--- config.mk ---
export PLATFORM = sky130hd
export DESIGN_NAME = mac_dot_engine
export DESIGN_NICKNAME = d
export VERILOG_FILES = /design/src/rtl/mac_pkg.sv /design/src/rtl/mac_mult_stage.sv /design/src/rtl/mac_dot_engine.sv
export SDC_FILE = /design/constraint.sdc
export NUM_CORES = 1
export LEC_CHECK = 0
export ABC_CLOCK_PERIOD_IN_PS = 2900
export CAP_MARGIN = 20
export CORE_MARGIN = 1
export CORE_UTILIZATION = 36
export DETAILED_ROUTE_END_ITERATION = 12
export PLACE_DENSITY = 0.63
export SLEW_MARGIN = 20
export SYNTH_ARGS = -nofsm -noshare
export SYNTH_HDL_FRONTEND = slang
export SYNTH_SLANG_ARGS = --single-unit
--- constraint.sdc ---
create_clock -name clk -period 2.9 [get_ports clk]
set_clock_uncertainty 0.2 [all_clocks]
set_input_delay 0.29 -clock clk [delete_from_list [all_inputs] [get_ports clk]]
set_output_delay 0.29 -clock clk [all_outputs]
set_load 0.05 [all_outputs]
--- src/rtl/mac_pkg.sv ---
// mac_pkg: shared definitions for the dot-product MAC engine.
//   - default parameter values for mac_dot_engine / mac_mult_stage
//   - FSM state encoding
package mac_pkg;

  localparam int DW_DEF      = 4;
  localparam int ACC_W_DEF   = 16;
  localparam int LEN_MAX_DEF = 16;
  localparam int SIGNED_DEF  = 0;
  localparam int SAT_DEF     = 1;

  typedef enum logic [1:0] {
    IDLE  = 2'd0,
    ACCUM = 2'd1,
    DRAIN = 2'd2,
    HOLD  = 2'd3
  } state_e;

endpackage

--- src/rtl/mac_mult_stage.sv ---
// mac_mult_stage: stage 1 of the MAC pipeline. Registers the 2*DW-bit
// product of a and b together with a product-valid flag.
// Ports:
//   clk, rst_n  : clock, async active-low reset
//   load        : a beat is accepted this cycle; capture its product
//   flush       : drop any in-flight product
//   a, b        : operands (unsigned or two's complement per SIGNED)
//   prod_q      : registered product
//   pvld_q      : prod_q holds a product not yet folded into the accumulator
module mac_mult_stage import mac_pkg::*; #(
  parameter int DW     = DW_DEF,
  parameter int SIGNED = SIGNED_DEF
) (
  input  logic            clk,
  input  logic            rst_n,
  input  logic            load,
  input  logic            flush,
  input  logic [DW-1:0]   a,
  input  logic [DW-1:0]   b,
  output logic [2*DW-1:0] prod_q,
  output logic            pvld_q
);

  logic [2*DW-1:0] ax, bx, prod_d;

  // Extend to the full product width first so the low 2*DW bits of the
  // multiply are the exact product in both signed and unsigned modes.
  generate
    if (SIGNED != 0) begin : g_sext
      assign ax = {{DW{a[DW-1]}}, a};
      assign bx = {{DW{b[DW-1]}}, b};
    end else begin : g_zext
      assign ax = {{DW{1'b0}}, a};
      assign bx = {{DW{1'b0}}, b};
    end
  endgenerate

  assign prod_d = ax * bx;

  always_ff @(posedge clk or negedge rst_n) begin
    if (!rst_n) begin
      prod_q <= '0;
      pvld_q <= 1'b0;
    end else if (flush) begin
      prod_q <= '0;
      pvld_q <= 1'b0;
    end else begin
      pvld_q <= load;
      if (load) prod_q <= prod_d;
    end
  end

endmodule

--- src/rtl/mac_dot_engine.sv ---
// mac_dot_engine: streaming dot-product engine. Accepts (a,b) beats,
// multiplies in stage 1 (mac_mult_stage), accumulates in stage 2 with
// saturating or wrapping arithmetic, and presents the result on a
// valid/ready output handshake.
// Ports:
//   clk, rst_n            : clock, async active-low reset
//   in_valid/in_ready     : operand beat handshake; a, b operands, last = final beat
//   clear                 : synchronous abort of the current vector
//   out_valid/out_ready   : result handshake; acc_out = accumulated result
//   ovf                   : sticky overflow/saturation flag for the current vector
//   count                 : beats accepted in the current vector
//   busy                  : FSM not in IDLE
module mac_dot_engine import mac_pkg::*; #(
  parameter int DW      = DW_DEF,
  parameter int ACC_W   = ACC_W_DEF,
  parameter int LEN_MAX = LEN_MAX_DEF,
  parameter int SIGNED  = SIGNED_DEF,
  parameter int SAT     = SAT_DEF
) (
  input  logic                             clk,
  input  logic                             rst_n,
  input  logic                             in_valid,
  output logic                             in_ready,
  input  logic [DW-1:0]                    a,
  input  logic [DW-1:0]                    b,
  input  logic                             last,
  input  logic                             clear,
  output logic                             out_valid,
  input  logic                             out_ready,
  output logic [ACC_W-1:0]                 acc_out,
  output logic                             ovf,
  output logic [$clog2(LEN_MAX+1)-1:0]     count,
  output logic                             busy
);

  localparam int CW = $clog2(LEN_MAX+1);

  state_e            state_q, state_d;
  logic [ACC_W-1:0]  acc_q, acc_d;
  logic [CW-1:0]     cnt_q, cnt_d;
  logic              ovf_q, ovf_d;

  logic              accept, beat_last;
  logic [2*DW-1:0]   prod_q;
  logic              pvld_q;

  // Gating with rst_n keeps in_ready low while reset is held even though
  // the reset state is IDLE.
  assign in_ready  = rst_n & ~clear & ((state_q == IDLE) | (state_q == ACCUM));
  assign accept    = in_valid & in_ready;
  // Reaching LEN_MAX closes the vector exactly as an explicit last would.
  assign beat_last = last | (cnt_q == CW'(LEN_MAX-1));

  mac_mult_stage #(.DW(DW), .SIGNED(SIGNED)) u_mult (
    .clk    (clk),
    .rst_n  (rst_n),
    .load   (accept),
    .flush  (clear),
    .a      (a),
    .b      (b),
    .prod_q (prod_q),
    .pvld_q (pvld_q)
  );

  // Stage 2: one extra bit of headroom makes overflow detection exact.
  logic [ACC_W:0]   prod_x, acc_x, sum;
  logic             sum_ovf;
  logic [ACC_W-1:0] sat_val, acc_add;

  generate
    if (SIGNED != 0) begin : g_sadd
      assign prod_x  = {{(ACC_W+1-2*DW){prod_q[2*DW-1]}}, prod_q};
      assign acc_x   = {acc_q[ACC_W-1], acc_q};
      assign sum     = acc_x + prod_x;
      // Out of range when the two top bits of the widened sum disagree.
      assign sum_ovf = sum[ACC_W] ^ sum[ACC_W-1];
      assign sat_val = sum[ACC_W] ? {1'b1, {(ACC_W-1){1'b0}}}
                                  : {1'b0, {(ACC_W-1){1'b1}}};
    end else begin : g_uadd
      assign prod_x  = {{(ACC_W+1-2*DW){1'b0}}, prod_q};
      assign acc_x   = {1'b0, acc_q};
      assign sum     = acc_x + prod_x;
      assign sum_ovf = sum[ACC_W];
      assign sat_val = {ACC_W{1'b1}};
    end
  endgenerate

  assign acc_add = (sum_ovf && (SAT != 0)) ? sat_val : sum[ACC_W-1:0];

  always_comb begin
    state_d = state_q;
    acc_d   = acc_q;
    cnt_d   = cnt_q;
    ovf_d   = ovf_q;

    if (pvld_q) begin
      acc_d = acc_add;
      ovf_d = ovf_q | sum_ovf;
    end
    if (accept) cnt_d = cnt_q + CW'(1);

    case (state_q)
      IDLE, ACCUM: if (accept) state_d = beat_last ? DRAIN : ACCUM;
      DRAIN:       state_d = HOLD;
      HOLD: begin
        if (out_ready) begin
          state_d = IDLE;
          acc_d   = '0;
          cnt_d   = '0;
          ovf_d   = 1'b0;
        end
      end
      default:     state_d = IDLE;
    endcase

    if (clear) begin
      state_d = IDLE;
      acc_d   = '0;
      cnt_d   = '0;
      ovf_d   = 1'b0;
    end
  end

  always_ff @(posedge clk or negedge rst_n) begin
    if (!rst_n) begin
      state_q <= IDLE;
      acc_q   <= '0;
      cnt_q   <= '0;
      ovf_q   <= 1'b0;
    end else begin
      state_q <= state_d;
      acc_q   <= acc_d;
      cnt_q   <= cnt_d;
      ovf_q   <= ovf_d;
    end
  end

  assign out_valid = (state_q == HOLD);
  assign busy      = (state_q != IDLE);
  assign acc_out   = acc_q;
  assign ovf       = ovf_q;
  assign count     = cnt_q;

endmodule
==> impl_metrics.json <==
{
  "comb_power_uw": 256,
  "edf_count": 0,
  "lay_top_count": "sky130_fd_sc_hd__dfrtp_1",
  "layout.comb_gates.multi_input": 170,
  "post_synth_most_frequent_cells": "33 x sky130_fd_sc_hd__dfrtp_1, 22 x sky130_fd_sc_hd__ha_1, 20 x sky130_fd_sc_hd__a21oi_1",
  "drt_iter0_markers": 90,
  "critical_register_to_register_path_startpoint": "acc_out[0]",
  "crit_family": "adder cells",
  "use_met2": 0.2492,
  "detail_route.wirelength.met1_mm": 2.241,
  "powerClk_uw": 458,
  "design.portCount": 39,
  "pwr_density_cell_mw_per_mm2": 410.5,
  "finalWorstPathRequiredPeriod_ns": 2.777,
  "timing_worst_setup_path_type": "in -> reg",
  "max-cap-violations": 0,
  "cts-root-to-sink-buffers": 2,
  "intPower_uw": 875.2,
  "portBuffers": 38,
  "yosys-stat-cells": 222,
  "layout.area.comb_mm2": 0.001360,
  "grt_antenna_before_repair": 0,
  "crit_slowest_cell": "sky130_fd_sc_hd__fa_1",
  "top_power_group": "sequential cells",
  "grt_pass1_wl_mm": 7.638,
  "fp-utilization": 0.3776,
  "run_status": "complete, no violations",
  "synth.top_cells.by_area": "sky130_fd_sc_hd__dfrtp_1 37%, sky130_fd_sc_hd__ha_1 12%, sky130_fd_sc_hd__a21oi_1 4.4%",
  "placement_rows": 28,
  "worst_ep_arrival_time_ns": 2.80,
  "power.share.sequential": 0.408,
  "final.setup.worst_slack_ns": 0.1226,
  "detailedPlacementHpwl_mm": 3.572,
  "setup_violations": 0,
  "largest_register_ffs": 16,
  "post-cts-setup-buffers": 0,
  "die_h_um": 81.27,
  "clock_area_frac": 0.03956
}
Met3 routing:
Scale: 4 px per um. Cells faint in the background.
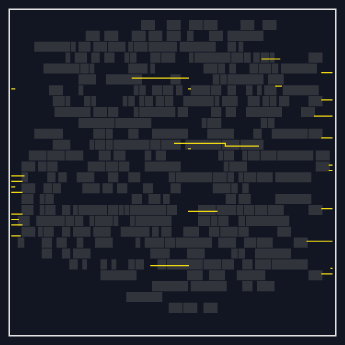
wire length on this layer	101 um
longest straight run	14.0 um
main direction	horizontal
share of all routed wire	2.2%
met3 capacity usage during global routing: 0.02697
total wire length after detailed routing: 4.602 mm

Placement by cell class:
Scale: 6 px per um.
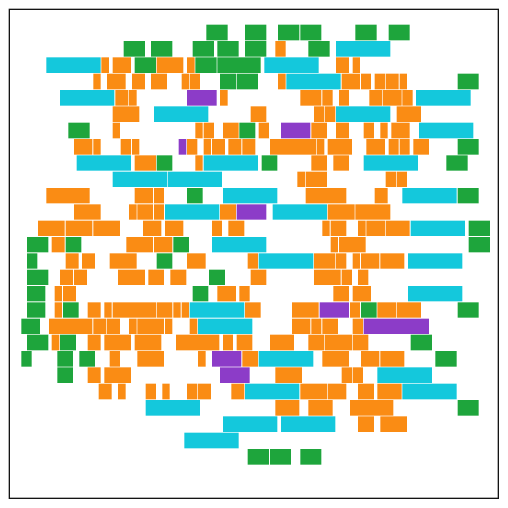
color	class	cells	share of their area
cyan	registers	33	29%
purple	clock drivers and dummy loads	8	4.1%
green	remaining buffers and delay cells	54	17%
orange	remaining logic cells	183	49%
Seq area share: 0.2807
fin area: 0.002942 mm^2
Post-Route Utilization: 0.4910

Clock nets:
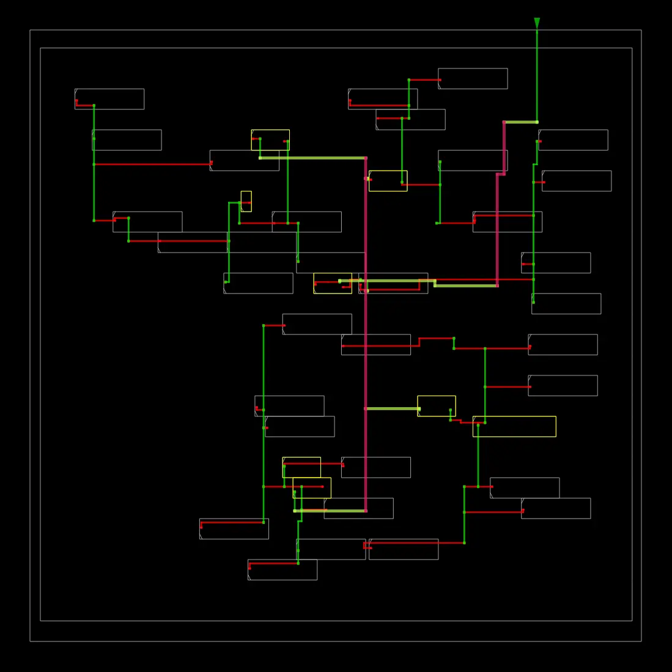
number of clock buffers in the layout: 7
total number of clock tree sinks: 33

Signal metal coverage by tile:
Scale: 4 px per um. 16 x 16 tiles, from dark purple (low) to yellow (high), scaled to the fullest tile. Values are wire area over tile area, all layers added.
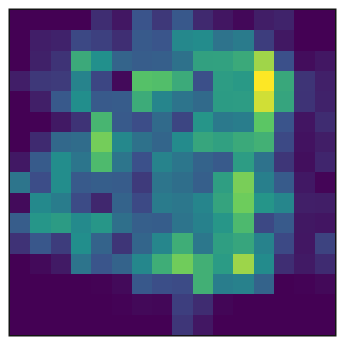
emptiest ninth of the die	south-west
tiles over half the peak	18%
nearly empty tiles	20%
fullest tile	0.39
overall routing resource usage: 0.1496
Wirelength per Cell: 13.04 um
via count: 1807

